===== config.mk =====
export PLATFORM = sky130hd
export DESIGN_NAME = led_display_mode_sequencer_flat
export DESIGN_NICKNAME = d
export VERILOG_FILES = /design/src/rtl/led_display_mode_sequencer_if.sv /design/src/rtl/led_display_mode_sequencer.sv /design/src/flat_wrapper.sv
export SDC_FILE = /design/constraint.sdc
export NUM_CORES = 1
export LEC_CHECK = 0
export CAP_MARGIN = 15
export CORE_ASPECT_RATIO = 1.25
export CORE_UTILIZATION = 64
export DETAILED_ROUTE_END_ITERATION = 6
export GPL_TIMING_DRIVEN = 1
export PLACE_DENSITY = 0.84
export REMOVE_ABC_BUFFERS = 1
export SYNTH_ARGS = -nofsm -noshare
export SYNTH_HDL_FRONTEND = slang
export SYNTH_SLANG_ARGS = --single-unit
export TNS_END_PERCENT = 1

===== constraint.sdc =====
create_clock -name clk_in -period 5.7 [get_ports clk_in]
set_clock_uncertainty 0.05 [all_clocks]
set_input_delay 1.14 -clock clk_in [delete_from_list [all_inputs] [get_ports clk_in]]
set_output_delay 1.14 -clock clk_in [all_outputs]
set_load 0.03 [all_outputs]

===== src/rtl/led_display_mode_sequencer_if.sv =====
`default_nettype none
// led_display_mode_sequencer_if: request/status bundle between a display controller and the mode sequencer.
// Rev 1.0 - initial release.

interface led_display_mode_sequencer_if;
  logic       enable_in;
  logic       auto_en_in;
  logic       next_in;
  logic       prev_in;
  logic       load_in;
  logic [3:0] load_mode_in;
  logic       frame_done_in;
  logic [3:0] mode_out;
  logic       busy_out;
  logic       mode_changed_out;

  modport master (
    output enable_in, auto_en_in, next_in, prev_in, load_in, load_mode_in, frame_done_in,
    input  mode_out, busy_out, mode_changed_out
  );

  modport slave (
    input  enable_in, auto_en_in, next_in, prev_in, load_in, load_mode_in, frame_done_in,
    output mode_out, busy_out, mode_changed_out
  );
endinterface

`default_nettype wire


===== src/rtl/led_display_mode_sequencer.sv =====
`default_nettype none
// led_display_mode_sequencer: frame-synchronous mode stepper with OFF blanking between modes.
// Rev 1.0 - initial release.

module led_display_mode_sequencer #(
  parameter int SYS_CLK_FREQ = 100_000_000,
  parameter int SIMULATION   = 0,
  parameter int NUM_MODES    = 9,
  parameter int DWELL_MS     = 2000,
  parameter int BLANK_FRAMES = 1
) (
  input  wire logic                  clk_in,
  input  wire logic                  reset_in,
  led_display_mode_sequencer_if.slave bus
);

  localparam int TICK_DIV = (SIMULATION != 0) ? 100 : (SYS_CLK_FREQ / 1000);
  localparam int PW       = $clog2(TICK_DIV + 1);
  localparam int DW       = $clog2(DWELL_MS + 1);

  localparam logic [PW-1:0] PRESC_LAST = PW'(TICK_DIV - 1);
  localparam logic [DW-1:0] DWELL_LAST = DW'(DWELL_MS - 1);
  localparam logic [3:0]    LAST_MODE  = 4'(NUM_MODES - 1);
  localparam logic [3:0]    BLANK_LAST = 4'((BLANK_FRAMES == 0) ? 0 : BLANK_FRAMES - 1);

  typedef enum logic [1:0] {
    S_IDLE    = 2'd0,
    S_RUN     = 2'd1,
    S_PENDING = 2'd2,
    S_BLANK   = 2'd3
  } state_t;

  state_t          state;
  logic [3:0]      cur;
  logic [3:0]      target;
  logic [3:0]      mode_q;
  logic            busy_q;
  logic            changed_q;
  logic [PW-1:0]   presc;
  logic [DW-1:0]   dwell;
  logic [3:0]      blank_cnt;
  logic            defer_valid;
  logic            defer_load;
  logic            defer_next;
  logic            defer_prev;
  logic [3:0]      defer_mode;

  logic            tick;
  logic            expiry;
  logic            frame_hit;
  logic            ev_load;
  logic            ev_next;
  logic            ev_prev;
  logic [3:0]      ev_mode;
  logic            load_ok;
  logic [3:0]      base;
  logic [3:0]      base_next;
  logic [3:0]      base_prev;
  logic            req_valid;
  logic [3:0]      req_target;

  assign tick      = (presc == PRESC_LAST);
  assign expiry    = tick && (state == S_RUN) && bus.auto_en_in && (dwell == DWELL_LAST);
  assign frame_hit = bus.frame_done_in && ((state == S_PENDING) || (state == S_BLANK));

  // Requests that arrived with a frame completion are replayed one cycle later.
  always_comb begin
    ev_load = bus.load_in;
    ev_next = bus.next_in;
    ev_prev = bus.prev_in;
    ev_mode = bus.load_mode_in;
    if (defer_valid) begin
      ev_load = defer_load;
      ev_next = defer_next;
      ev_prev = defer_prev;
      ev_mode = defer_mode;
    end
  end

  assign load_ok   = ev_load && (ev_mode != 4'd0) && (ev_mode <= LAST_MODE);
  assign base      = (state == S_RUN) ? cur : target;
  assign base_next = (base >= LAST_MODE) ? 4'd1 : base + 4'd1;
  assign base_prev = (base <= 4'd1) ? LAST_MODE : base - 4'd1;

  always_comb begin
    req_valid  = 1'b1;
    req_target = 4'd0;
    if (!bus.enable_in) begin
      req_target = 4'd0;
    end else if (load_ok) begin
      req_target = ev_mode;
    end else if (ev_next) begin
      req_target = base_next;
    end else if (ev_prev) begin
      req_target = base_prev;
    end else if (expiry) begin
      req_target = base_next;
    end else begin
      req_valid = 1'b0;
    end
  end

  always_ff @(posedge clk_in or posedge reset_in) begin
    if (reset_in) begin
      state       <= S_IDLE;
      cur         <= 4'd0;
      target      <= 4'd0;
      mode_q      <= 4'd0;
      busy_q      <= 1'b0;
      changed_q   <= 1'b0;
      presc       <= '0;
      dwell       <= '0;
      blank_cnt   <= 4'd0;
      defer_valid <= 1'b0;
      defer_load  <= 1'b0;
      defer_next  <= 1'b0;
      defer_prev  <= 1'b0;
      defer_mode  <= 4'd0;
    end else begin
      changed_q <= 1'b0;
      presc     <= tick ? '0 : presc + 1'b1;

      if ((state == S_RUN) && bus.auto_en_in) begin
        if (expiry) begin
          dwell <= '0;
        end else if (tick) begin
          dwell <= dwell + 1'b1;
        end
      end else begin
        dwell <= '0;
      end

      defer_valid <= frame_hit && (bus.load_in || bus.next_in || bus.prev_in);
      defer_load  <= bus.load_in;
      defer_next  <= bus.next_in;
      defer_prev  <= bus.prev_in;
      defer_mode  <= bus.load_mode_in;

      case (state)
        S_IDLE: begin
          if (bus.enable_in) begin
            target <= 4'd1;
            busy_q <= 1'b1;
            state  <= S_PENDING;
          end
        end

        S_RUN: begin
          if (req_valid) begin
            if (req_target != cur) begin
              target <= req_target;
              busy_q <= 1'b1;
              state  <= S_PENDING;
            end else begin
              dwell <= '0;
            end
          end
        end

        S_PENDING: begin
          if (bus.frame_done_in) begin
            if (target == 4'd0) begin
              // Clearing cur keeps the next power-up from flashing the old mode.
              cur    <= 4'd0;
              mode_q <= 4'd0;
              busy_q <= 1'b0;
              state  <= S_IDLE;
            end else if (BLANK_FRAMES == 0) begin
              cur       <= target;
              mode_q    <= target;
              changed_q <= 1'b1;
              busy_q    <= 1'b0;
              state     <= S_RUN;
            end else begin
              mode_q    <= 4'd0;
              blank_cnt <= 4'd0;
              state     <= S_BLANK;
            end
          end else if (req_valid) begin
            target <= req_target;
          end
        end

        S_BLANK: begin
          if (bus.frame_done_in) begin
            if (blank_cnt == BLANK_LAST) begin
              busy_q <= 1'b0;
              if (target == 4'd0) begin
                cur   <= 4'd0;
                state <= S_IDLE;
              end else begin
                cur       <= target;
                mode_q    <= target;
                changed_q <= 1'b1;
                state     <= S_RUN;
              end
            end else begin
              blank_cnt <= blank_cnt + 4'd1;
            end
          end else if (req_valid) begin
            target <= req_target;
          end
        end

        default: begin
          state <= S_IDLE;
        end
      endcase
    end
  end

  assign bus.mode_out         = mode_q;
  assign bus.busy_out         = busy_q;
  assign bus.mode_changed_out = changed_q;

endmodule

`default_nettype wire


===== src/flat_wrapper.sv =====
// flat-port wrapper written by rule: the top's interface ports become plain ports
module led_display_mode_sequencer_flat 
#(
  parameter int SYS_CLK_FREQ = 100_000_000,
  parameter int SIMULATION   = 0,
  parameter int NUM_MODES    = 9,
  parameter int DWELL_MS     = 2000,
  parameter int BLANK_FRAMES = 1
)
  (clk_in, reset_in, bus_enable_in, bus_auto_en_in, bus_next_in, bus_prev_in, bus_load_in, bus_load_mode_in, bus_frame_done_in, bus_mode_out, bus_busy_out, bus_mode_changed_out);
  led_display_mode_sequencer_if bus_i ();
  input  wire logic clk_in;
  input  wire logic reset_in;
  input wire logic [$bits(bus_i.enable_in)-1:0] bus_enable_in;
  input wire logic [$bits(bus_i.auto_en_in)-1:0] bus_auto_en_in;
  input wire logic [$bits(bus_i.next_in)-1:0] bus_next_in;
  input wire logic [$bits(bus_i.prev_in)-1:0] bus_prev_in;
  input wire logic [$bits(bus_i.load_in)-1:0] bus_load_in;
  input wire logic [$bits(bus_i.load_mode_in)-1:0] bus_load_mode_in;
  input wire logic [$bits(bus_i.frame_done_in)-1:0] bus_frame_done_in;
  output wire logic [$bits(bus_i.mode_out)-1:0] bus_mode_out;
  output wire logic [$bits(bus_i.busy_out)-1:0] bus_busy_out;
  output wire logic [$bits(bus_i.mode_changed_out)-1:0] bus_mode_changed_out;
  assign bus_i.enable_in = bus_enable_in;
  assign bus_i.auto_en_in = bus_auto_en_in;
  assign bus_i.next_in = bus_next_in;
  assign bus_i.prev_in = bus_prev_in;
  assign bus_i.load_in = bus_load_in;
  assign bus_i.load_mode_in = bus_load_mode_in;
  assign bus_i.frame_done_in = bus_frame_done_in;
  assign bus_mode_out = bus_i.mode_out;
  assign bus_busy_out = bus_i.busy_out;
  assign bus_mode_changed_out = bus_i.mode_changed_out;
  led_display_mode_sequencer #(.SYS_CLK_FREQ(SYS_CLK_FREQ), .SIMULATION(SIMULATION), .NUM_MODES(NUM_MODES), .DWELL_MS(DWELL_MS), .BLANK_FRAMES(BLANK_FRAMES)) u_core (.clk_in(clk_in), .reset_in(reset_in), .bus(bus_i));
endmodule

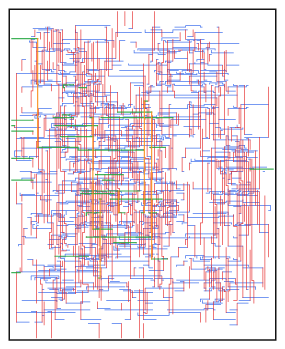
**Above:** run 1 (metal layers overlaid).
(4 px per um)
[met4] orange | wire length: 145 um
[met3] green | wire length: 219 um
[met1] blue | wire length: 2830 um
[met2] red | wire length: 3400 um

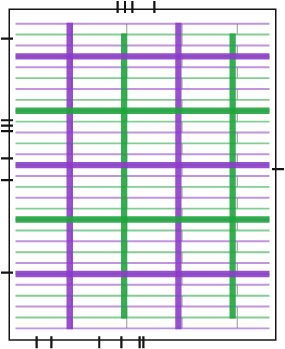
**Above:** run 1 (PDN straps and rails).
(4 px per um) Pins as bars on the die edge. Tap cells in grey.
[VSS] purple
[VDD] green
met1 rails: 29
met5 straps: 5

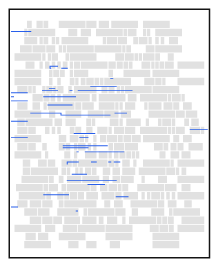
**Above:** run 1 (metal 3).
(3 px per um) Cells faint in the background.
main direction: horizontal
wire length on this layer: 219 um
share of all routed wire: 3.3%

==> summary.txt, run 1 <==
fresh numbers from the pnr run: arrival time at the worst endpoint 4.34 ns, Max-slew headroom 43.2%, initial antenna violation count 0, Synthesis Warnings 0, vias in the first global route 2502, CP delay by family, top AND-OR/OR-AND gates, Worst Reg-to-Reg Cells 12, YS chip area 3300 um2, crit path to u_core.dwell[9]$_DFF_PP0_, crit path cell chain clkdlybuf4s50_1, or4_4, a211oi_4, nor2_2, and2_0, a221o_1, a2111oi_4, nand3_1, o21ai_1, nor2_1, post-CTS setup buffer count 0, H-tree levels 2, routed via count 2522, largest net degree at the start of global routing 40, Area Overhead vs Synth 9.32%, via density per instance 6.14, Final setup viols 0, Remaining DRCs 0, Routed WL 6590 um, Crit path depth 10, CP Max Fanout 11, router iterations before antenna repair 4, final hold vios 0, Clock Tree Root clkbuf_8, row cnt 28, Routed Antenna Nets 0, Clock power frac 18.0%, RSZ-0062 raised after global routing false, clock sinks 56, Hold Crit Start u_core.presc[0]$_DFF_PP0_, Setup TNS Final 0 ns, Top FF cell, synth dfrtp_1, Log Warnings 29, total grt overflow 0, post-route cell area 3610 um2, RR Endpoint u_core.dwell[9]$_DFF_PP0_, status finished clean, Port Buffer Count 17, GPL Wtd Cong 0.880, CTS Buf Count 5, r2r startpoint u_core.state[1]$_DFFE_PP0P_, max-cap violations 0, layout cells sized above 1 9.97%, CTS tree built, Hold Crit Class flip-flop to flip-flop, critical path required time 5.81 ns, Registers, synthesis 56, layout net count 372, P_int 820 uW, switching pwr 531 uW, dpl cell area 3510 um2, GRT Util Overall 27.1%, ys async rst share 100%, sequential share of power 38.5%, die span in x 66.2 um, hold_buf cts 0, crit path max-delay cell type o21ai_1, Longest Clk Path Bufs 2, dpl hpwl 4840 um, beginning of the critical path bus_load_mode_in[2], Mapped Cells 336, Worst Setup Start Kind input pin, Buf/Inv on CP 1, Die Height 82.3 um, core area 4830 um2, Max Slew Vio Count 0, switching part of the total 39.3%, crit path time final 4.23 ns, Worst-path clk slew 0.09 ns, Avg WL per Cell 16.0 um, clk ins delay skew pair 0.30 ns, Ant. Diodes 0, PD cells 374 nW/um2, Fmax 236 MHz, Least-Margin Pin Slew 0.845 ns, Starting Density 68.3%, area of the mapped netlist 3300 um2, crit-path max cell delay 0.66 ns, num ports 18, cell count of the worst hold path 1, Mean Syn Cell Area 9.83 um2, DIE AREA 5450 um2, post-layout power 1.35 mW, yosys stat cell total 336, first-pass GRT wire length 11300 um, CTS resizes 0, R2R setup slack 1.62 ns, maximum vdd drop 0.300 mV, Pleak 1.66 nW, Worst Setup End Kind flip-flop, Netlist cell types 67, hold endpoint u_core.presc[0]$_DFF_PP0_, critical path type input pin to flip-flop, Comb power frac 43.5%, DR iter-0 viols 128, fin crit share 74.3%, Synth Seq Share 42.4%, EDFF count, synth 0
[run 1: flip-flops by register name (all words and copies together) (netlist names)]
| name | flops |
|---|---|
| u_core.presc | 17 |
| u_core.dwell | 11 |
| u_core.blank_cnt | 4 |
| u_core.bus.mode_out | 4 |
| u_core.cur | 4 |
| u_core.defer_mode | 4 |
| u_core.target | 4 |
| u_core.state | 2 |
| u_core.bus.busy_out | 1 |
| u_core.bus.mode_changed_out | 1 |
| u_core.defer_load | 1 |
| u_core.defer_next | 1 |
| u_core.defer_prev | 1 |
| u_core.defer_valid | 1 |
[run 1: cell families (layout without fill, tap and decap cells)]
logic type                 after synthesis  in the layout  synth area share, %
buffers and inverters                   22             37                 2.92
and+or+nand+nor                        148            148                 24.4
muxes                                   18             18                 6.25
adders and majority gates                8              8                 3.03
xor gates and xnor gates                27             27                 7.16
AOI/OAI and AO/OA                       57             57                 13.8
DFF                                     56             56                 42.4
[run 1: cell usage in the layout (no fill, tap or decap), drive strengths merged, types with 5 or more instances in the layout]
master          n
a21o            6
a21oi           9
and2            5
and3           10
clkbuf          5
clkdlybuf4s50  17
dfrtp          56
ha              8
inv            12
mux2            6
mux2i          12
nand2          27
nand3          16
nand4           7
nor2           47
nor3            7
o21ai          14
xnor2          15
xor2           12
[run 1: worst reg2reg max path, stage by stage, from the launching register on]
cell and delay [ns]:
dfrtp_1 0.57, nand2b_1 0.48, mux2i_1 0.47, inv_1 0.13, ha_1 0.20, nor2_1 0.20, a21bo_2 0.16, a21oi_1 0.08
o2111a_1 0.30, a2111oi_4 0.38, nand3_1 0.14, o21ai_1 0.66, nor2_1 0.12
[run 1: layer usage]
| metal | up-vias | GRT usage [%] | part of all wire [%] |
|---|---|---|---|
| met5 | - | 0 | 0 |
| met4 | 0 | 11.1 | 2.2 |
| met3 | 15 | 3.98 | 3.3 |
| met2 | 55 | 46.6 | 52 |
| met1 | 1232 | 34.0 | 43 |
| li1 | 1220 | - | - |
[run 1: final cells by class]
type | count | area, um2
clock inverter | 1 | 30.0
tap | 60 | 75.1
sequential | 56 | 1400
fill | 352 | 1220
multi-input combinational | 258 | 1800
clock buffer | 5 | 68.8
inverter | 12 | 45.0
timing repair buffer | 19 | 185
[run 1: Yosys cell counts, types with 8 or more instances]
library cell  number  area share, %
dfrtp_1           56             42
nor2_1            46            5.2
o21ai_0           10            1.5
nand2_1           27            3.1
ha_1               8            3.0
xnor2_1           15            4.0
a21oi_1            8            1.2
nand3_1           16            2.4
xor2_1            12            3.2
mux2i_1           10            3.0
and3_1             8            1.5
inv_1             12            1.4
[run 1: power by group through the flow]
stage	registers [mW]	logic (mW)	clock network, mW
after floorplan	0.521	0.437	0
after global placement	0.523	0.563	0
after detailed placement	0.526	0.575	0
after CTS	0.518	0.580	0.249
after global routing	0.529	0.644	0.263
final	0.521	0.588	0.243
[run 1: per-stage QoR]
step | setup WS (ns) | cells | utilization [%] | hold slack (ns)
after global routing | 1.26 | 411 | 74.7 | 0.457
after detailed placement | 1.21 | 405 | 72.6 | 0.413
after CTS | 1.53 | 411 | 74.7 | 0.439
after global placement | 1.30 | 405 | 72.6 | 0.416
final | 1.47 | 411 | 74.7 | 0.439
after floorplan | 2.08 | 326 | - | 0.398
**Run 1: M2 wires**

(3 px per um)
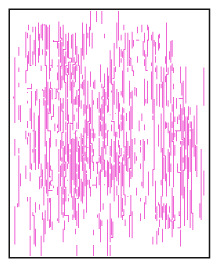

==> run 2: changes to the inputs <==
--- a/config.mk
+++ b/config.mk
@@ -7,10 +7,10 @@
 export LEC_CHECK = 0
 export CAP_MARGIN = 15
 export CORE_ASPECT_RATIO = 1.25
-export CORE_UTILIZATION = 64
+export CORE_UTILIZATION = 60
 export DETAILED_ROUTE_END_ITERATION = 6
 export GPL_TIMING_DRIVEN = 1
-export PLACE_DENSITY = 0.84
+export PLACE_DENSITY = 0.8
 export REMOVE_ABC_BUFFERS = 1
 export SYNTH_ARGS = -nofsm -noshare
 export SYNTH_HDL_FRONTEND = slang
==> constraint.sdc (replaced) <==
create_clock -name clk_in -period 4.08 [get_ports clk_in]
set_clock_uncertainty 0.05 [all_clocks]
set_input_delay 0.816 -clock clk_in [delete_from_list [all_inputs] [get_ports clk_in]]
set_output_delay 0.816 -clock clk_in [all_outputs]
set_load 0.03 [all_outputs]
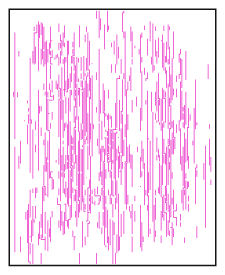
**Above:** run 2 (M2 wires).
(3 px per um)
nets with wire on the layer: 325
wire length on this layer: 3420 um
share of all routed wire: 52%
main direction: vertical

==> run 2 against run 1 <==
Against the previous run:
- non-clock buffer count is 6 higher
- final cell count is 2.4% higher
- largest cell class unchanged
- worst setup slack worse by 0.98 ns
- critical path depth stayed put
- clock-buffer cell count stayed put
- sequential share of layout area is 0.67 points lower
- die area is 6.5% higher
- global-route usage is 2.1 points lower
- synthesized cell count stayed put
- register-to-register slack worse by 0.93 ns
- via count is 0.52% higher
==> summary.txt, run 2 <==
fresh numbers from the pnr run: status finished clean, CTS resizes 0 (unchanged), Least-Margin Pin Slew 0.796 ns (-0.0487 ns), arrival time at the worst endpoint 3.74 ns (-0.60 ns), EDFF count, synth 0 (unchanged), Post-Place Setup Slack 0.164 ns (-1.04 ns), Clock power frac 19.1% (+1.1 points), GPL Wtd Cong 0.889 (+1.1%), layout cells sized above 1 12.0% (+2.0 points), router iterations before antenna repair 4 (unchanged), Hold Crit Start u_core.presc[0]$_DFF_PP0_, switching part of the total 39.0% (-0.28 points), max FFs per register 17 (unchanged), Commonest cells post-synth dfrtp_1 (56), nor2_1 (46), nand2_1 (27), nand3_1 (16), xnor2_1 (15), Ant. Diodes 0 (unchanged), GRT Util Overall 25.0% (-2.1 points), PD cells 523 nW/um2 (+40%), Pleak 1.69 nW (+2.0%), Reg with most FFs u_core.presc, Yosys top cell by instances dfrtp_1, DIE AREA 5810 um2 (+6.5%), dpl hpwl 5070 um (+4.8%), area share of fa/ha/maj cells after synthesis 3.03% (unchanged), Area Overhead vs Synth 11.3%, final hold vios 0 (unchanged), maximum vdd drop 0.326 mV (+8.7%), Mean Syn Cell Area 9.83 um2 (unchanged), DR iter-0 viols 110 (-14%), sequential share of power 36.1% (-2.4 points), largest net degree at the start of global routing 41 (+2.5%), Log Warnings 29 (unchanged), Worst Setup Start Kind input pin, clk ins delay skew pair 0.31 ns (about the same), cell count of the worst hold path 1 (unchanged), area of the mapped netlist 3300 um2 (unchanged), Routed Antenna Nets 0 (unchanged), Dominant comb cell simple AND/OR/NAND/NOR gates, ys async rst share 100% (unchanged), beginning of the critical path bus_load_mode_in[2], xor/xnor share 7.16% (unchanged), r2r startpoint u_core.state[0]$_DFFE_PP0P_, Final setup viols 0 (unchanged), CTS tree built, Max-slew headroom 46.9% (+3.7 points), Remaining DRCs 0 (unchanged), Starting Density 63.6% (-4.7 points), initial antenna violation count 0 (unchanged), Worst Reg-to-Reg Cells 12 (unchanged), yosys aoi share 13.8% (unchanged), max-cap violations 0 (unchanged), simple share 24.4% (unchanged), critical path required time 4.24 ns (-1.57 ns), Synthesis Warnings 0 (unchanged), Routed WL 6530 um (-0.85%), switching pwr 750 uW (+41%), Top FF cell, synth dfrtp_1, fin crit share 88.0%, Avg WL per Cell 15.5 um (-3.2%), Longest Clk Path Bufs 2 (unchanged), YS chip area 3300 um2 (unchanged), Max Slew Vio Count 0 (unchanged), total grt overflow 0 (unchanged), yosys stat cell total 336 (unchanged), Registers, synthesis 56 (unchanged), mux share 6.25% (unchanged), H-tree levels 2 (unchanged), final worst slack 0.491 ns (-0.977 ns), Area leader share 42.4% (unchanged), Netlist cell types 67 (unchanged), Fmax 279 MHz, hold_buf cts 0 (unchanged), via density per instance 6.02 (-1.9%), fill count 392 (+11%), cell taking the most area after synthesis dfrtp_1, Post-synth area hogs dfrtp_1 (42%), nor2_1 (5.2%), xnor2_1 (4.0%), row cnt 29 (+3.6%), highest-count logic cell in the final layout dfrtp_1, Comb power frac 44.8% (+1.3 points), crit path time final 3.59 ns, P_int 1.17 mW (+43%), layout net count 378 (+1.6%), Mapped Cells 336 (unchanged), CP Max Fanout 11 (unchanged), num ports 18 (unchanged), Setup TNS Final 0 ns (unchanged), Die Height 84.9 um (+3.2%), post-CTS setup buffer count 0 (unchanged), die span in x 68.4 um (+3.2%), Top Layout Cells dfrtp_1 (56), nor2_1 (46), nand2_1 (27), post-layout power 1.92 mW (+42%), routed via count 2535 (+0.52%), Largest regs u_core.presc: 17 flops, u_core.dwell: 11 flops, RSZ-0062 raised after global routing false, critical path type input pin to flip-flop, vias in the first global route 2478 (-0.96%), Worst-path clk slew 0.10 ns (about the same), Synth Seq Share 42.4% (unchanged), first-pass GRT wire length 11000 um (-2.8%), clock sinks 56 (unchanged), Hold Crit Class flip-flop to flip-flop
run 2: cell counts after synthesis:
No cell type changed its count.
run 2: metal layers:
| metal | global-route usage, % | routed length, um | part of all wire (%) |
|---|---|---|---|
| met5 | 0 | 0 | 0 |
| met4 | 11.0 | 157 | 2.4 |
| met3 | 4.57 | 205 | 3.1 |
| met2 | 43.1 | 3420 | 52 |
| met1 | 29.1 | 2750 | 42 |
run 2: worst paths after layout:
check,to,slack (ns)
worst min-delay path,u_core.presc[0]$_DFF_PP0_,0.44
min in group asynchronous,u_core.presc[6]$_DFF_PP0_,0.92
worst max-delay path,u_core.target[1]$_DFFE_PP0P_,0.49
worst max register to register,u_core.target[1]$_DFFE_PP0P_,0.69
max in group asynchronous,u_core.defer_valid$_DFF_PP0_,2.34
worst min register to register,u_core.presc[0]$_DFF_PP0_,0.44
run 2: kinds of logic after synthesis:
family,after synthesis
simple gates,148
compound gates,57
flops,56
xor+xnor,27
buf+inv,22
mux,18
fa+ha+maj,8
run 2: layout make-up:
cell class	instances	area, um2	area share [%]
clock inverter	3	46.3	1.26
tap	62	77.6	2.11
sequential	56	1400	38.1
inverter	12	45.0	1.23
multi-input combinational	258	1800	49.1
clock buffer	5	68.8	1.87
timing repair buffer	25	230	6.27
run 2: critical path, stage by stage:
cell and delay, ns:
clkdlybuf4s50_1 0.47, or4_4 0.55, a211oi_4 0.31, nor2_2 0.15
and2_0 0.19, a221o_1 0.32, a2111oi_4 0.26, and3_4 0.26
o31ai_4 0.09, mux2_4 0.32
run 2: through the flow:
stage,hold WS [ns],std cells,instance area (um2),utilization [%]
floorplan,0.398,326,3250,-
global placement,0.409,413,3560,68.6
detailed placement,0.419,413,3560,68.6
CTS,0.449,421,3670,70.8
global route,0.459,421,3670,70.8
finish,0.443,421,3670,70.8
run 2: power groups by stage:
stage	logic, mW	clock network [mW]	registers (mW)
after floorplan	0.611	0	0.728
after global placement	0.838	0	0.702
after detailed placement	0.853	0	0.704
after CTS	0.859	0.380	0.693
after global routing	0.945	0.401	0.705
final	0.861	0.367	0.694
==> run 3: changes to the inputs <==
--- a/config.mk
+++ b/config.mk
@@ -10,6 +10,7 @@
 export CORE_UTILIZATION = 60
 export DETAILED_ROUTE_END_ITERATION = 6
 export GPL_TIMING_DRIVEN = 1
+export HOLD_SLACK_MARGIN = 0.05
 export PLACE_DENSITY = 0.8
 export REMOVE_ABC_BUFFERS = 1
 export SYNTH_ARGS = -nofsm -noshare
==> run 3 against run 2 <==
Against the previous run:
- die area stayed put
- worst setup slack stayed put
- highest routed layer unchanged
- critical path depth stayed put
==> summary.txt, run 3 <==
fresh numbers from the pnr run: total grt overflow 0 (unchanged), Log Warnings 29 (unchanged), Port Buffer Count 17, Synthesis Warnings 0 (unchanged), Area leader share 42.4% (unchanged), RSZ-0062 raised after global routing false, r2r startpoint u_core.state[0]$_DFFE_PP0P_, die span in x 68.4 um (unchanged), EDFF count, synth 0 (unchanged), CTS tree built, Avg WL per Cell 15.5 um (unchanged), Ant. Diodes 0 (unchanged), CTS resizes 0 (unchanged), Worst-path clk slew 0.10 ns (about the same), non-filler cells, final 421 (unchanged), max FFs per register 17 (unchanged), yosys stat cell total 336 (unchanged), fin crit share 88.0% (unchanged), layout net count 378 (unchanged), DR iter-0 viols 110 (unchanged), dpl hpwl 5070 um (unchanged), Mean Syn Cell Area 9.83 um2 (unchanged), Logic area 1800 um2 (unchanged), placed insts 413 (unchanged), Finished Core Util 70.8% (unchanged), router iterations before antenna repair 4 (unchanged), fill count 392 (unchanged), Netlist cell types 67 (unchanged), Clock Tree Root clkbuf_8, H-tree levels 2 (unchanged), Worst Setup End Kind flip-flop, crit path cell chain clkdlybuf4s50_1, or4_4, a211oi_4, nor2_2, and2_0, a221o_1, a2111oi_4, and3_4, o31ai_4, mux2_4, hold_buf cts 0 (unchanged), CP Max Fanout 11 (unchanged), vias in the first global route 2478 (unchanged), core area 5190 um2, Longest Clk Path Bufs 2 (unchanged), cell taking the most area after synthesis dfrtp_1, Synth Seq Share 42.4% (unchanged), Starting Density 63.6% (unchanged), largest net degree at the start of global routing 41 (unchanged), Yosys top cell by instances dfrtp_1, Remaining DRCs 0 (unchanged), GRT Util Overall 25.0% (unchanged), Die Height 84.9 um (unchanged), Pleak 1.69 nW (unchanged), Mapped Cells 336 (unchanged), Hold Crit Class flip-flop to flip-flop, Area Overhead vs Synth 11.3% (unchanged), row cnt 29 (unchanged), Commonest cells post-synth dfrtp_1 (56), nor2_1 (46), nand2_1 (27), nand3_1 (16), xnor2_1 (15), final worst slack 0.491 ns (unchanged), max-cap violations 0 (unchanged), area of the mapped netlist 3300 um2 (unchanged), GPL Wtd Cong 0.889 (unchanged), clk ins delay skew pair 0.31 ns (about the same), layout cells sized above 1 12.0% (unchanged), CTS Buf Count 5, initial antenna violation count 0 (unchanged), Top FF cell, synth dfrtp_1, beginning of the critical path bus_load_mode_in[2], critical path required time 4.24 ns (about the same), ys async rst share 100% (unchanged), Setup TNS Final 0 ns (unchanged), Hold Crit Start u_core.presc[0]$_DFF_PP0_, crit-path max cell delay 0.55 ns (about the same), crit path time final 3.59 ns (unchanged), Max-slew headroom 46.9% (unchanged), highest-count logic cell in the final layout dfrtp_1, Max Slew Vio Count 0 (unchanged), first-pass GRT wire length 11000 um (unchanged), crit path max-delay cell type or4_4, Final setup viols 0 (unchanged), Post-Place Setup Slack 0.164 ns (unchanged), num ports 18 (unchanged), register area 1400 um2 (unchanged), Top Layout Cells dfrtp_1 (56), nor2_1 (46), nand2_1 (27), maximum vdd drop 0.326 mV (unchanged), clock sinks 56 (unchanged), arrival time at the worst endpoint 3.74 ns (about the same), Least-Margin Pin Slew 0.796 ns (unchanged), critical path type input pin to flip-flop, Fmax 279 MHz (unchanged), PD cells 523 nW/um2 (unchanged), DIE AREA 5810 um2 (unchanged), status finished clean, Reg with most FFs u_core.presc, Post-synth area hogs dfrtp_1 (42%), nor2_1 (5.2%), xnor2_1 (4.0%), Worst Setup Start Kind input pin, Routed Antenna Nets 0 (unchanged), Registers, synthesis 56 (unchanged), Largest regs u_core.presc: 17 flops, u_core.dwell: 11 flops, post-CTS setup buffer count 0 (unchanged), final hold vios 0 (unchanged), via density per instance 6.02 (unchanged), YS chip area 3300 um2 (unchanged)
-- run 3: worst max-delay path: cells and delay by family --
kind,cells,cell delay [ns]
simple gates,4,1.15
compound gates,4,0.98
buf+inv,1,0.47
mux,1,0.32
-- run 3: cell type report --
type                       count  area share [%]
sequential                    56            38.1
inverter                      12            1.23
timing repair buffer          25            6.27
tap                           62            2.11
multi-input combinational    258            49.1
clock inverter                 3            1.26
clock buffer                   5            1.87
-- run 3: layer usage --
layer | routed length (um) | up-vias | global-route usage (%)
met4 | 157 | 0 | 11.0
met2 | 3420 | 56 | 43.1
li1 | - | 1242 | -
met1 | 2750 | 1223 | 29.1
met5 | 0 | - | 0
met3 | 205 | 14 | 4.57
-- run 3: per-stage QoR --
step	hold WS, ns	instance area, um2	power, mW
finish	0.443	3670	1.92
detailed placement	0.419	3560	1.56
CTS	0.449	3670	1.93
floorplan	0.398	3250	1.34
global placement	0.409	3560	1.54
global route	0.459	3670	2.05
-- run 3: kinds of logic (layout without fill, tap and decap cells) --
logic type	count (synthesis)	count (layout)	synth area share [%]
AND/OR/NAND/NOR	148	148	24.4
AND-OR/OR-AND	57	57	13.8
flip-flops	56	56	42.4
XOR/XNOR	27	27	7.16
buffers and inverters	22	45	2.92
multiplexers	18	18	6.25
adder cells (fa/ha/maj)	8	8	3.03
-- run 3: final timing paths --
kind	to	cells after the start	slack [ns]
setup / recovery	u_core.target[1]$_DFFE_PP0P_	10	0.49
hold / removal	u_core.presc[0]$_DFF_PP0_	1	0.44
setup reg to reg	u_core.target[1]$_DFFE_PP0P_	12	0.69
hold reg to reg	u_core.presc[0]$_DFF_PP0_	1	0.44
max in group asynchronous	u_core.defer_valid$_DFF_PP0_	3	2.34
min in group asynchronous	u_core.presc[6]$_DFF_PP0_	2	0.92
-- run 3: power by group --
| part | switching (mW) | leakage [nW] | internal (mW) |
|---|---|---|---|
| Sequential | 0.0801 | 0.740 | 0.614 |
| Combinational | 0.488 | 0.894 | 0.373 |
| Clock | 0.182 | 0.0548 | 0.185 |
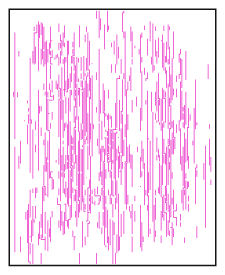
**Above:** run 3 (M2 wires).
(3 px per um)
Routed WL: 6530 um
grt met2 use: 43.1%
routed via count: 2535


==> screenshots <==
Clock wiring as the flow saved it.
Plate I
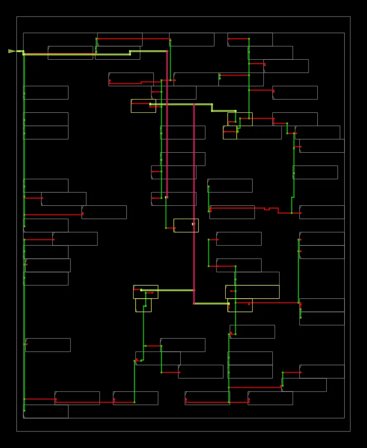
Plate II
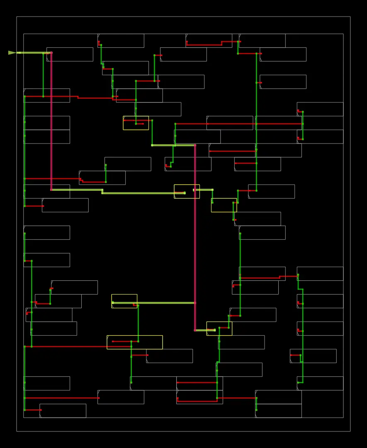
For run 2, see Plate I.
For run 1, see Plate II.

Power is estimated from default activity; no workload was simulated.
